$ cat config.mk
export PLATFORM = sky130hd
export DESIGN_NAME = busca_instrucao_flat
export DESIGN_NICKNAME = d
export VERILOG_FILES = /design/src/rtl/redux_v_pkg.sv /design/src/rtl/busca_instrucao_if.sv /design/src/rtl/pc_proximo.sv /design/src/rtl/busca_instrucao.sv /design/src/flat_wrapper.sv
export SDC_FILE = /design/constraint.sdc
export NUM_CORES = 1
export LEC_CHECK = 0
export ABC_AREA = 1
export CAP_MARGIN = 30
export CORE_UTILIZATION = 40
export CTS_BUF_LIST = sky130_fd_sc_hd__clkbuf_16
export DETAILED_ROUTE_END_ITERATION = 8
export GPL_TIMING_DRIVEN = 0
export PLACE_DENSITY = 0.74
export SYNTH_ARGS = -nofsm -noshare
export SYNTH_HDL_FRONTEND = slang
export SYNTH_SLANG_ARGS = --single-unit
$ cat constraint.sdc
create_clock -name clk -period 2.4 [get_ports clk]
set_input_delay 0.6 -clock clk [delete_from_list [all_inputs] [get_ports clk]]
set_output_delay 0.6 -clock clk [all_outputs]
set_load 0.05 [all_outputs]
$ cat src/rtl/redux_v_pkg.sv
// Shared Redux-V definitions used by the fetch stage and its neighbours.
//  - opcode constants for the two control-flow instructions
//  - bit positions of the IR fields
//  - fetch FSM state encoding
package redux_v_pkg;

  localparam logic [3:0] OP_BRZR = 4'b0000;
  localparam logic [3:0] OP_JI   = 4'b0001;

  // IR field positions: [7:4] opcode, [3:2] ra, [1:0] rb, [3:0] imm
  localparam int IR_OP_HI  = 7;
  localparam int IR_OP_LO  = 4;
  localparam int IR_RA_HI  = 3;
  localparam int IR_RA_LO  = 2;
  localparam int IR_RB_HI  = 1;
  localparam int IR_RB_LO  = 0;
  localparam int IR_IMM_HI = 3;
  localparam int IR_IMM_LO = 0;

  typedef enum logic [1:0] {
    IDLE  = 2'd0,
    FETCH = 2'd1,
    ISSUE = 2'd2
  } fetch_state_t;

endpackage

$ cat src/rtl/busca_instrucao_if.sv
// Instruction-memory fetch bus.
//  imem_req  : fetch side -> memory, request pending
//  imem_addr : fetch side -> memory, address (held with imem_req)
//  imem_ack  : memory -> fetch side, imem_data valid this cycle
//  imem_data : memory -> fetch side, instruction
// Handshake: imem_req and imem_addr stay stable from the cycle imem_req
// rises until the cycle imem_ack is sampled high with imem_req high; that
// cycle completes the transfer. imem_ack without imem_req carries nothing.
interface busca_instrucao_if #(
  parameter int PC_W    = 8,
  parameter int INSTR_W = 8
) ();

  logic               imem_req;
  logic [PC_W-1:0]    imem_addr;
  logic               imem_ack;
  logic [INSTR_W-1:0] imem_data;

  modport master (
    output imem_req,
    output imem_addr,
    input  imem_ack,
    input  imem_data
  );

  modport slave (
    input  imem_req,
    input  imem_addr,
    output imem_ack,
    output imem_data
  );

endinterface

$ cat src/rtl/pc_proximo.sv
// Next-PC computation for the fetch stage (purely combinational).
//  pc       : address of the instruction currently in the IR
//  imm      : 4-bit two's-complement jump offset (ji)
//  b_mx     : current instruction is brzr
//  j_mx     : current instruction is ji (takes priority over b_mx)
//  zero     : R[ra] == 0
//  rb_value : brzr target
//  next_pc  : address to fetch after the current instruction
// All arithmetic wraps modulo 2^PC_W.
module pc_proximo #(
  parameter int PC_W = 8
) (
  input  logic [PC_W-1:0] pc,
  input  logic [3:0]      imm,
  input  logic            b_mx,
  input  logic            j_mx,
  input  logic            zero,
  input  logic [PC_W-1:0] rb_value,
  output logic [PC_W-1:0] next_pc
);

  logic [PC_W-1:0] imm_ext;

  assign imm_ext = {{(PC_W-4){imm[3]}}, imm};

  always_comb begin
    next_pc = pc + PC_W'(1);
    if (j_mx) begin
      next_pc = pc + imm_ext;
    end else if (b_mx && zero) begin
      next_pc = rb_value;
    end
  end

endmodule

$ cat src/rtl/busca_instrucao.sv
// Instruction-fetch stage of the Redux-V core.
// Holds the PC, fetches one instruction at a time over the imem bus,
// latches it in the IR and presents its fields to decode. When execute
// accepts the instruction, the PC advances to next_pc and the next fetch
// starts.
//  clk, rst     : clock, asynchronous active-high reset
//  imem         : instruction-memory bus (master side)
//  instr_valid  : IR holds an instruction for decode/execute
//  instr_accept : execute is done with the IR
//  opcode/ra/rb/imm : IR fields
//  b_mx, j_mx, zero, rb_value : control and register-file inputs for next_pc
//  pc           : address of the instruction in the IR
//  fetch_state  : current FSM state (debug)
// Handshake on instr_valid/instr_accept: the IR and pc are stable while
// instr_valid is high; a cycle with both high retires the instruction.
module busca_instrucao
  import redux_v_pkg::*;
#(
  parameter int          PC_W     = 8,
  parameter int          INSTR_W  = 8,
  parameter logic [7:0]  RESET_PC = 8'h00
) (
  input  logic                clk,
  input  logic                rst,
  busca_instrucao_if.master   imem,
  output logic                instr_valid,
  input  logic                instr_accept,
  output logic [3:0]          opcode,
  output logic [1:0]          ra,
  output logic [1:0]          rb,
  output logic [3:0]          imm,
  input  logic                b_mx,
  input  logic                j_mx,
  input  logic                zero,
  input  logic [PC_W-1:0]     rb_value,
  output logic [PC_W-1:0]     pc,
  output fetch_state_t        fetch_state
);

  fetch_state_t       state;
  logic [PC_W-1:0]    pc_q;
  logic [INSTR_W-1:0] ir;
  logic [PC_W-1:0]    next_pc;

  pc_proximo #(.PC_W(PC_W)) u_pc_proximo (
    .pc       (pc_q),
    .imm      (ir[IR_IMM_HI:IR_IMM_LO]),
    .b_mx     (b_mx),
    .j_mx     (j_mx),
    .zero     (zero),
    .rb_value (rb_value),
    .next_pc  (next_pc)
  );

  always_ff @(posedge clk or posedge rst) begin
    if (rst) begin
      state <= IDLE;
      pc_q  <= PC_W'(RESET_PC);
      ir    <= '0;
    end else begin
      case (state)
        IDLE: begin
          state <= FETCH;
        end
        FETCH: begin
          // Ack in the first FETCH cycle is legal: one-cycle fetch.
          if (imem.imem_ack) begin
            ir    <= imem.imem_data;
            state <= ISSUE;
          end
        end
        ISSUE: begin
          if (instr_accept) begin
            pc_q  <= next_pc;
            state <= FETCH;
          end
        end
        default: begin
          state <= IDLE;
        end
      endcase
    end
  end

  // Request and valid are pure decodes of the state register, so reset
  // clears them in the same cycle it is asserted.
  assign imem.imem_req  = (state == FETCH);
  assign imem.imem_addr = pc_q;
  assign instr_valid    = (state == ISSUE);

  assign opcode      = ir[IR_OP_HI:IR_OP_LO];
  assign ra          = ir[IR_RA_HI:IR_RA_LO];
  assign rb          = ir[IR_RB_HI:IR_RB_LO];
  assign imm         = ir[IR_IMM_HI:IR_IMM_LO];
  assign pc          = pc_q;
  assign fetch_state = state;

endmodule

$ cat src/flat_wrapper.sv
// flat-port wrapper written by rule: the top's interface ports become plain ports
module busca_instrucao_flat import redux_v_pkg::*;
#(
  parameter int          PC_W     = 8,
  parameter int          INSTR_W  = 8,
  parameter logic [7:0]  RESET_PC = 8'h00
)
  (clk, rst, instr_valid, instr_accept, opcode, ra, rb, imm, b_mx, j_mx, zero, rb_value, pc, fetch_state, imem_imem_req, imem_imem_addr, imem_imem_ack, imem_imem_data);
  busca_instrucao_if #(.PC_W(PC_W), .INSTR_W(INSTR_W)) imem_i ();
  input  logic clk;
  input  logic rst;
  output logic instr_valid;
  input  logic instr_accept;
  output logic [3:0] opcode;
  output logic [1:0] ra;
  output logic [1:0] rb;
  output logic [3:0] imm;
  input  logic b_mx;
  input  logic j_mx;
  input  logic zero;
  input  logic [PC_W-1:0] rb_value;
  output logic [PC_W-1:0] pc;
  output fetch_state_t fetch_state;
  output wire logic [$bits(imem_i.imem_req)-1:0] imem_imem_req;
  output wire logic [$bits(imem_i.imem_addr)-1:0] imem_imem_addr;
  input wire logic [$bits(imem_i.imem_ack)-1:0] imem_imem_ack;
  input wire logic [$bits(imem_i.imem_data)-1:0] imem_imem_data;
  assign imem_imem_req = imem_i.imem_req;
  assign imem_imem_addr = imem_i.imem_addr;
  assign imem_i.imem_ack = imem_imem_ack;
  assign imem_i.imem_data = imem_imem_data;
  busca_instrucao #(.PC_W(PC_W), .INSTR_W(INSTR_W), .RESET_PC(RESET_PC)) u_core (.clk(clk), .rst(rst), .imem(imem_i), .instr_valid(instr_valid), .instr_accept(instr_accept), .opcode(opcode), .ra(ra), .rb(rb), .imm(imm), .b_mx(b_mx), .j_mx(j_mx), .zero(zero), .rb_value(rb_value), .pc(pc), .fetch_state(fetch_state));
endmodule
Port wiring:
Scale: 8 px per um.
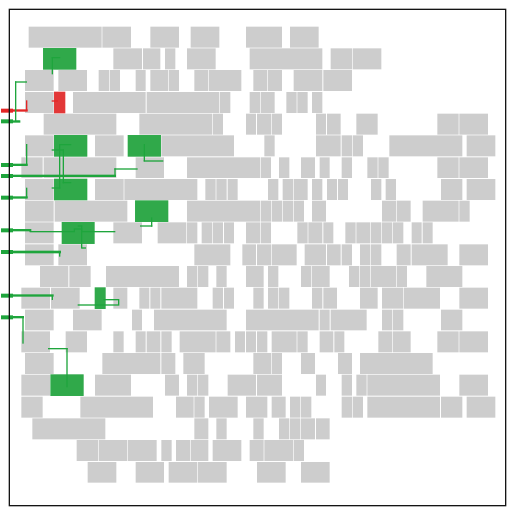
color	port	bits	direction	end cells	buffers	wire
green	imem_imem_data	8	input	8	8	102 um
red	rst	1	input	1	1	3.40 um

Routing congestion:
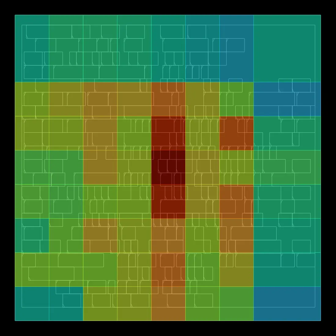
routed len/inst: 10.5 um
Final Util: 62.4%
GR Util met2: 32.4%
global-route usage over all layers: 19.0%

==> ci_impl_report.md <==
### Metrics collected by this job

| Metric | Value |
|---|---|
| Outcome | completed |
| # setup viols final | 0 |
| Grt total ovfl | 0 |
| Tool warnings | 26 |
| Worst path top cell family by delay | buffers and inverters |
| First-pass GRT wire length | 5.33 mm |
| Placement Cell Area | 2030 sq um |
| CTS tree | yes |
| Setup TNS | 0 ps |
| Critical R2R Launch | u_core.imem.imem_addr[0] |
| Crit path kind | reg -> out |
| CP max stage delay | 780 ps |
| Final Hold Violation Tally | 0 |
| Reg2reg end | u_core.imem.imem_addr[4] |
| Startpoint Class | flop |
| Area Growth Syn to Fin | 47.6% |
| Port bufs | 54 |
| Registers | 18 |
| Clock skew | 1.19 ps |
| Post-DP HPWL | 2.49 mm |
| Distinct cell type count after synthesis | 29 |
| Final period util | 97.2% |
| Crit path DRT | 1800 ps |
| # DRC | 0 |
| CTS clk-pin slew, worst paths | 50 ps |
| Floorplan net count | 232 |
| YS warnings | 0 |
| CP max-delay cell | clkdlybuf4s50_1 |
| Hold EP | u_core.ir[7] |
| DIE WIDTH | 61.9 um |
| Yosys cell count | 200 |
| Worst hold path class | reg -> reg |
| Seq/total area | 21.3% |
| CLK BUF | 3 |
| Ao+oa area frac | 6.72% |
| Antenna Nets Post-Route | 0 |
| H-tree level count | 1 |
| Largest cell class by area | combinational gates |
| Cell count after synthesis | 200 |
| Pre-Repair DR Iteration Count | 4 |
| Non-CTS inverters | 27 |
| CP Capture Type | output port |
| Largest net degree at the start of global routing | 19 |
| Nonclk buf count | 68 |
| Main logic family | simple AND/OR/NAND/NOR gates |
| R2r setup slk | 530 ps |
| Floorplan core density | 42.3% |
| Antenna cells | 0 |
| Unrepaired setup endpoints after global routing | no |
| Tap cells | 46 |
| Final tally of max-slew violations | 0 |
| Multi-In Gates | 141 |
| Clk_lat worst skew | 250 ps |
| Design Area, Final | 2120 sq um |
| Simple logic cell fraction of the synthesized area | 31.6% |
| Fmax | 0.429 GHz |
| Core area | 3390 sq um |
| Longest Clk Path Bufs | 2 |
| Buffering overhead | 30.6% |
| Yosys adder share | 8.38% |
| Post-layout nets | 291 |
| Share of layout cells above drive strength 1 | 9.30% |
| Mapped cell area | 1430 sq um |
| Clock-cell share | 3.73% |
| Die y size | 61.9 um |
| Most numerous logic cell after layout | clkdlybuf4s50_1 |
| Vias in the first global route | 1264 |
| Setup crit start | u_core.ir[3] |
| Fill cell count | 312 |
| WP depth | 2 |
| CTS root buffer | clkbuf_16 |
| CP bufs+invs | 2 |
| Sequential cell area fraction in the yosys report | 31.4% |
| Row Count | 21 |
| Worst-Margin Slew | 728 ps |
| Hold buffers post-CTS | 0 |
| Arr. time, crit path | 1730 ps |
| 1st-iter DRT viols | 45 |
| Hold Crit Start | u_core.ir[7] |
| Die area | 3830 sq um |
| XOR/XNOR Area Share | 1.83% |
| MaxCap Viol Count | 0 |
| CTS Sinks | 18 |
| GP Congestion | 0.830 |
| Top Layout Cells | clkdlybuf4s50_1, nand2_1, nor2_1 |
| Comb/total area | 36.6% |
| Vias | 1417 |
| Mux area share | 5.50% |
| CP Cell Sequence | buf_4 -> clkdlybuf4s50_1 |
| WL final | 3.18 mm |
| Yosys stat area | 1430 sq um |
| FF+latch area | 450 sq um |
| Max-slew headroom | 51.4% |
| Hold depth | 1 |
| Comb area | 774 sq um |
| Syn avg cell area | 7.17 sq um |
| R2R depth | 11 |
| Tmin final | 2330 ps |
| DR vias/cell | 4.66 |
| Crit Path Max Fanout | 8 |
| CTS buffer count | 3 |
| FF+latch count, synth | 18 |
| Initial antenna violation count | 0 |
| Top Ports | 55 |
Routed clock nets over the placement:
Scale: 8 px per um.
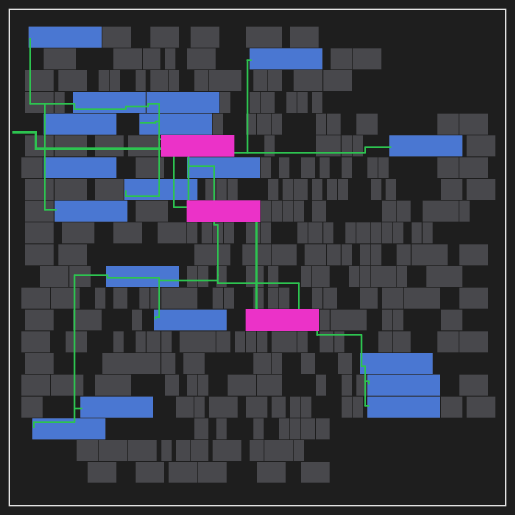
[green] clock wires | length: 264 um
[magenta] clock-net drivers | count: 3
[blue] flip-flops | count: 18
routed clock nets	4

==> worst max-delay path by stage <==
stage	to	slack, ps
after floorplan	instr_valid	290
after global placement	instr_valid	320
after detailed placement	instr_valid	310
after CTS	instr_valid	40
after global routing	ra[1]	40
final	ra[1]	70
==> cells in the mapped netlist (all sizes together) <==
library cell  count  area [sq um]
mux2              7          78.8
inv              25          93.8
nand3b            3          22.5
or2               5          31.3
xor2              2          17.5
ha                8           100
clkinv            2          12.5
and2              1          8.76
xnor2             1          8.76
a21oi             7          35.0
nor3              1          5.00
dfrtp            18           450
nor2             24          90.1
buf              13          95.1
nand2            52           205
o211ai            1          7.51
nand3            18          90.1
o21ai             7          35.0
fa                1          20.0
clkbuf            1          7.51
o22ai             3          18.8
==> what timing repair did <==
action	4_1_cts	5_1_grt
resized	0	2
setup endpoints to repair	0	2
setup buffers	0	0
==> per-layer routing <==
| layer | vias up | wire length, um | part of all wire (%) | GRT usage [%] |
|---|---|---|---|---|
| met5 | - | 0 | 0 | 0 |
| met4 | 0 | 12 | 0.38 | 3.81 |
| met3 | 2 | 190 | 6.0 | 4.76 |
| met2 | 43 | 1450 | 46 | 32.4 |
| met1 | 626 | 1530 | 48 | 24.4 |
| li1 | 746 | - | - | - |
==> worst reg2reg max path: stages, from the launching register on <==
cell and delay, ps:
dfrtp_1 450, ha_1 210, inv_1 60, fa_1 350, inv_1 90, nand2_1 80
nand2_1 90, and2_4 140, or2_0 90, nand3_1 60, nand3_1 70, nand2_1 50
==> through the flow <==
stage                     setup slack, ps  hold slack (ps)  std cells
final                                67.9              491        304
after floorplan                       293              539        200
after global placement                319              473        300
after CTS                            37.6              497        304
after global routing                 39.1              516        304
after detailed placement              307              485        300
